Design cosim_ep_out_fifo, sky130hd; sources not shown.
Where the registers sit:
Other sequential cells in the stronger gray, the rest of the logic in the fainter gray.
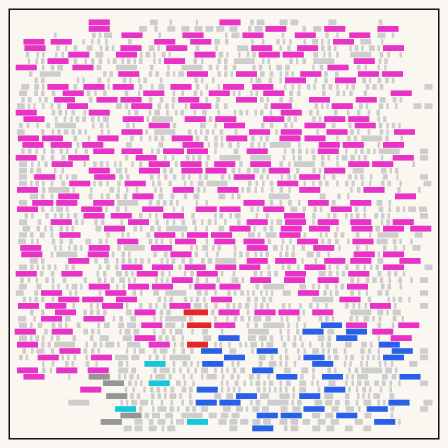
cyan -> Count  # sequential cells 4
blue -> MsgCount  # sequential cells 32
magenta -> u_mem.mem  # sequential cells 256, where spread over the die
red -> rd_ptr  # sequential cells 3
not colored = 5
sequential power: 1.26 mW
Sequential cell area: 7510 sq um
fraction of standard cell area that is sequential: 46.2%
final core area utilization: 52.7%

Signal wires by layer:
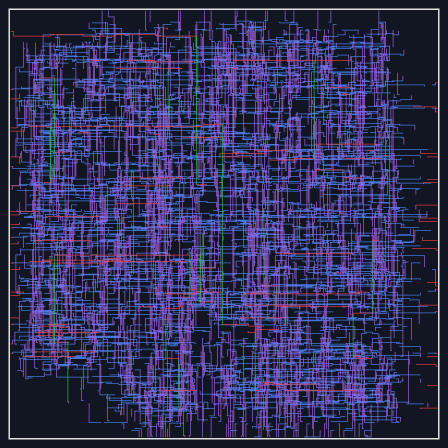
green -> met4  # wire length 726 um
blue -> met1  # wire length 17900 um
purple -> met2  # wire length 19700 um
red -> met3  # wire length 1410 um
Global Route Usage Sum: 25.2%
Total Wirelength: 39.8 mm
Vias: 11.9k
routed length per instance: 18.5 um

Gate-type map:
The bar under the picture is 50 um long.
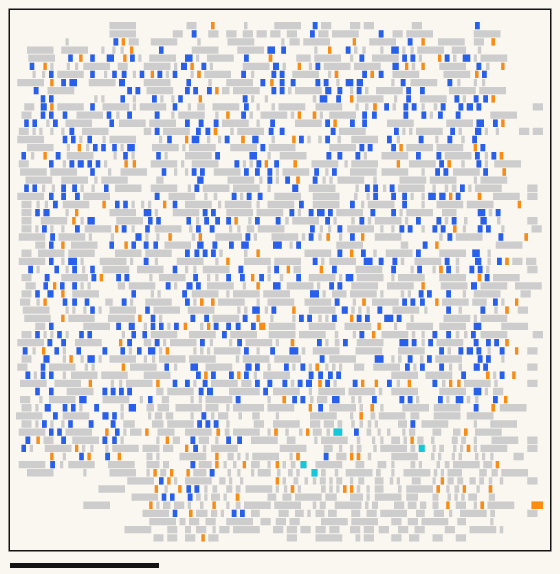
blue -> inverting AOI/OAI gates  # cells 535
orange -> inverters  # cells 173, where spread over the die
cyan -> AND and OR gates  # cells 4, where south
most frequent logic cell in the layout: nand2_1
multi-input combinational area share: 32.7%

==> impl.org <==
#+TITLE: Physical design notes

** Outcome
- The flow ran to the end, and the final reports show no timing, DRC or antenna violations.

** Logic synthesis
- Of the post-synthesis cell area, the dominant cell type holds between 50% and 60%.
- Yosys warns :: 0
- The main area contributors are dfrtp_1, o21ai_0, nand2_1.
- Most area-hungry cell type in the Yosys netlist :: dfrtp_1
- Synthesis-stage register bit count :: 300

** Run
- OpenROAD warning count :: 30
- The run reported a max-capacitance violation count of 0.

** Die
- Per the OpenROAD floorplan log, the height of the die is between 150 and 200 um.

** Clock tree
- In the CTS report, the clock slew at the register clock pins of the worst setup and hold paths is listed as ~50 ps.
- Clock tree buffer depth :: 3
- The clock reaches the later pin of the worst-skew pair after between 500 and 600 ps.
- CTS root buffer :: clkbuf_16
- Buffers inserted during clock tree synthesis total 35.

** Setup path
- According to the timing report, the arrival time at the worst endpoint equals approximately 4000 ps.
- The kind of cell with the highest combined delay along the critical path is buffers and inverters.
- Along the worst path, the maximum fanout reaches slightly above 100.
- Slowest library cell on the worst path :: buf_4
- Stages on the worst setup path :: 7

** Timing
- Final worst setup slack :: about 7000 ps
- Final min period :: just over 6000 ps
- Slew at the pin closest to its max-slew limit :: slightly below 1000 ps
- Unrepaired setup endpoints after global routing :: no
- Tcrit/Tclk final :: a little under half
- Final tally of max-slew violations :: 0
- In this run the tightest slew margin relative to its limit is between 30% and 40%.

** Pwr
- Dividing total power by cell area gives a power density of 185 nW/um^2.
- IR Drop Worst-Case VDD :: 0.000117 V
- The power report puts the leakage power at ~7.3 nW.

** Min path
- The type recorded for the worst min-delay path is reg2reg.

** Routing
- First-pass DRT Iterations :: 4
- The highest layer touched by signal routing is met4.
- The routed design uses approximately 1.4 mm of met3 wire.

** Placed design
- After detailed placement, the total cell area comes to about 15000 sq um.
- Port-buffer cells :: 107

** Cells and area
- Number of flip-flops under the largest register name :: roughly 260
- Synthesis-to-finish area growth :: 17.0%

** Global routing
- The first global-routing pass estimated about 66 mm of wire.
placed cells by master (no fill, tap or decap), types with 2 or more instances in the layout:
cell type        count
nor2_1             153
nand3_1             15
o211ai_1            31
nor2_4               7
inv_2                2
a31oi_1             32
clkinv_2             2
clkinv_1             2
and3_1               2
inv_1              167
nand4_1             12
clkbuf_1            12
a21oi_2              8
clkbuf_8             6
nor4_1               4
xor2_1              17
clkdlybuf4s50_1    107
o21ai_0            303
nor3_1               9
nand2_1            308
nand2_2              6
nor3_4               2
xnor2_1              9
dfrtp_4              2
a21oi_1            161
buf_4               17
ha_1                 5
clkbuf_16           37
nor2_2               3
dfrtp_1            298
nand3_2              2
stage by stage:
step	std cells	hold WS (ps)	util [%]	total power, mW
5_1_grt	2146	298	52.7	3.19
3_3_place_gp	2088	260	49.3	2.07
4_1_cts	2145	281	52.7	3.04
2_1_floorplan	1665	248	-	1.77
6_report	2146	274	52.7	3.01
3_5_place_dp	2088	267	49.3	2.10
layout make-up:
cell class,count,share of cell area (%)
inverters,173,4.06
flip-flops and latches,300,46.2
repair buffers,124,7.38
clock inverters,2,0.0616
well taps,396,3.05
diodes,1,0.0154
multi-input cells,1095,32.7
clock buffers,55,6.48
per-layer routing:
metal	track usage (%)	vias to the layer above
met4	6.49	0
met5	0	-
met3	2.83	53
li1	-	5605
met1	33.7	6022
met2	43.7	212
worst min-delay path, cell delays in order, from the launching register on:
cell and delay (ps):
dfrtp_1 330, nand2_1 50, o21ai_0 50
cells by family (layout without fill, tap and decap cells):
family / count (synthesis) / in the layout / synth area share, %
xor+xnor: 26 / 26 / 1.64
compound gates: 536 / 536 / 20.4
simple gates: 528 / 528 / 15.7
other cells: 0 / 1 / 0
buf+inv: 270 / 354 / 7.79
flops: 300 / 300 / 54.0
fa+ha+maj: 5 / 5 / 0.450
synth_stat cells:
cell      count
and3b_1       1
buf_1         6
clkinv_1      2
a31oi_1      32
nor2_1      153
xor2_1       17
nand4_1      12
and3_1        2
nor4_1        4
nand3_1      16
buf_2        24
nand2_2       6
nor3b_1       1
o21ai_0     303
clkbuf_2      4
nor2_2        5
and2_1        1
buf_4         5
nor2_4        5
inv_2         2
inv_1       169
nand3_2       1
buf_6         2
nand2_1     308
o211ai_1     31
a21oi_1     161
o21a_1        1
nand4_2       1
nand3b_1      1
a21oi_2       8
xnor2_1       9
nor3_1        9
ha_1          5
dfrtp_1     300
clkbuf_1     56
nor3_4        2
report_power, final:
part	total [mW]	leakage [nW]	internal, mW	switching (mW)
registers	1.26	3.72	1.14	0.115
clock network	0.913	0.521	0.543	0.370
logic	0.841	3.05	0.328	0.513
total	3.01	7.29	2.01	0.998
No activity file was given, so power comes from the tool's default toggle rates.
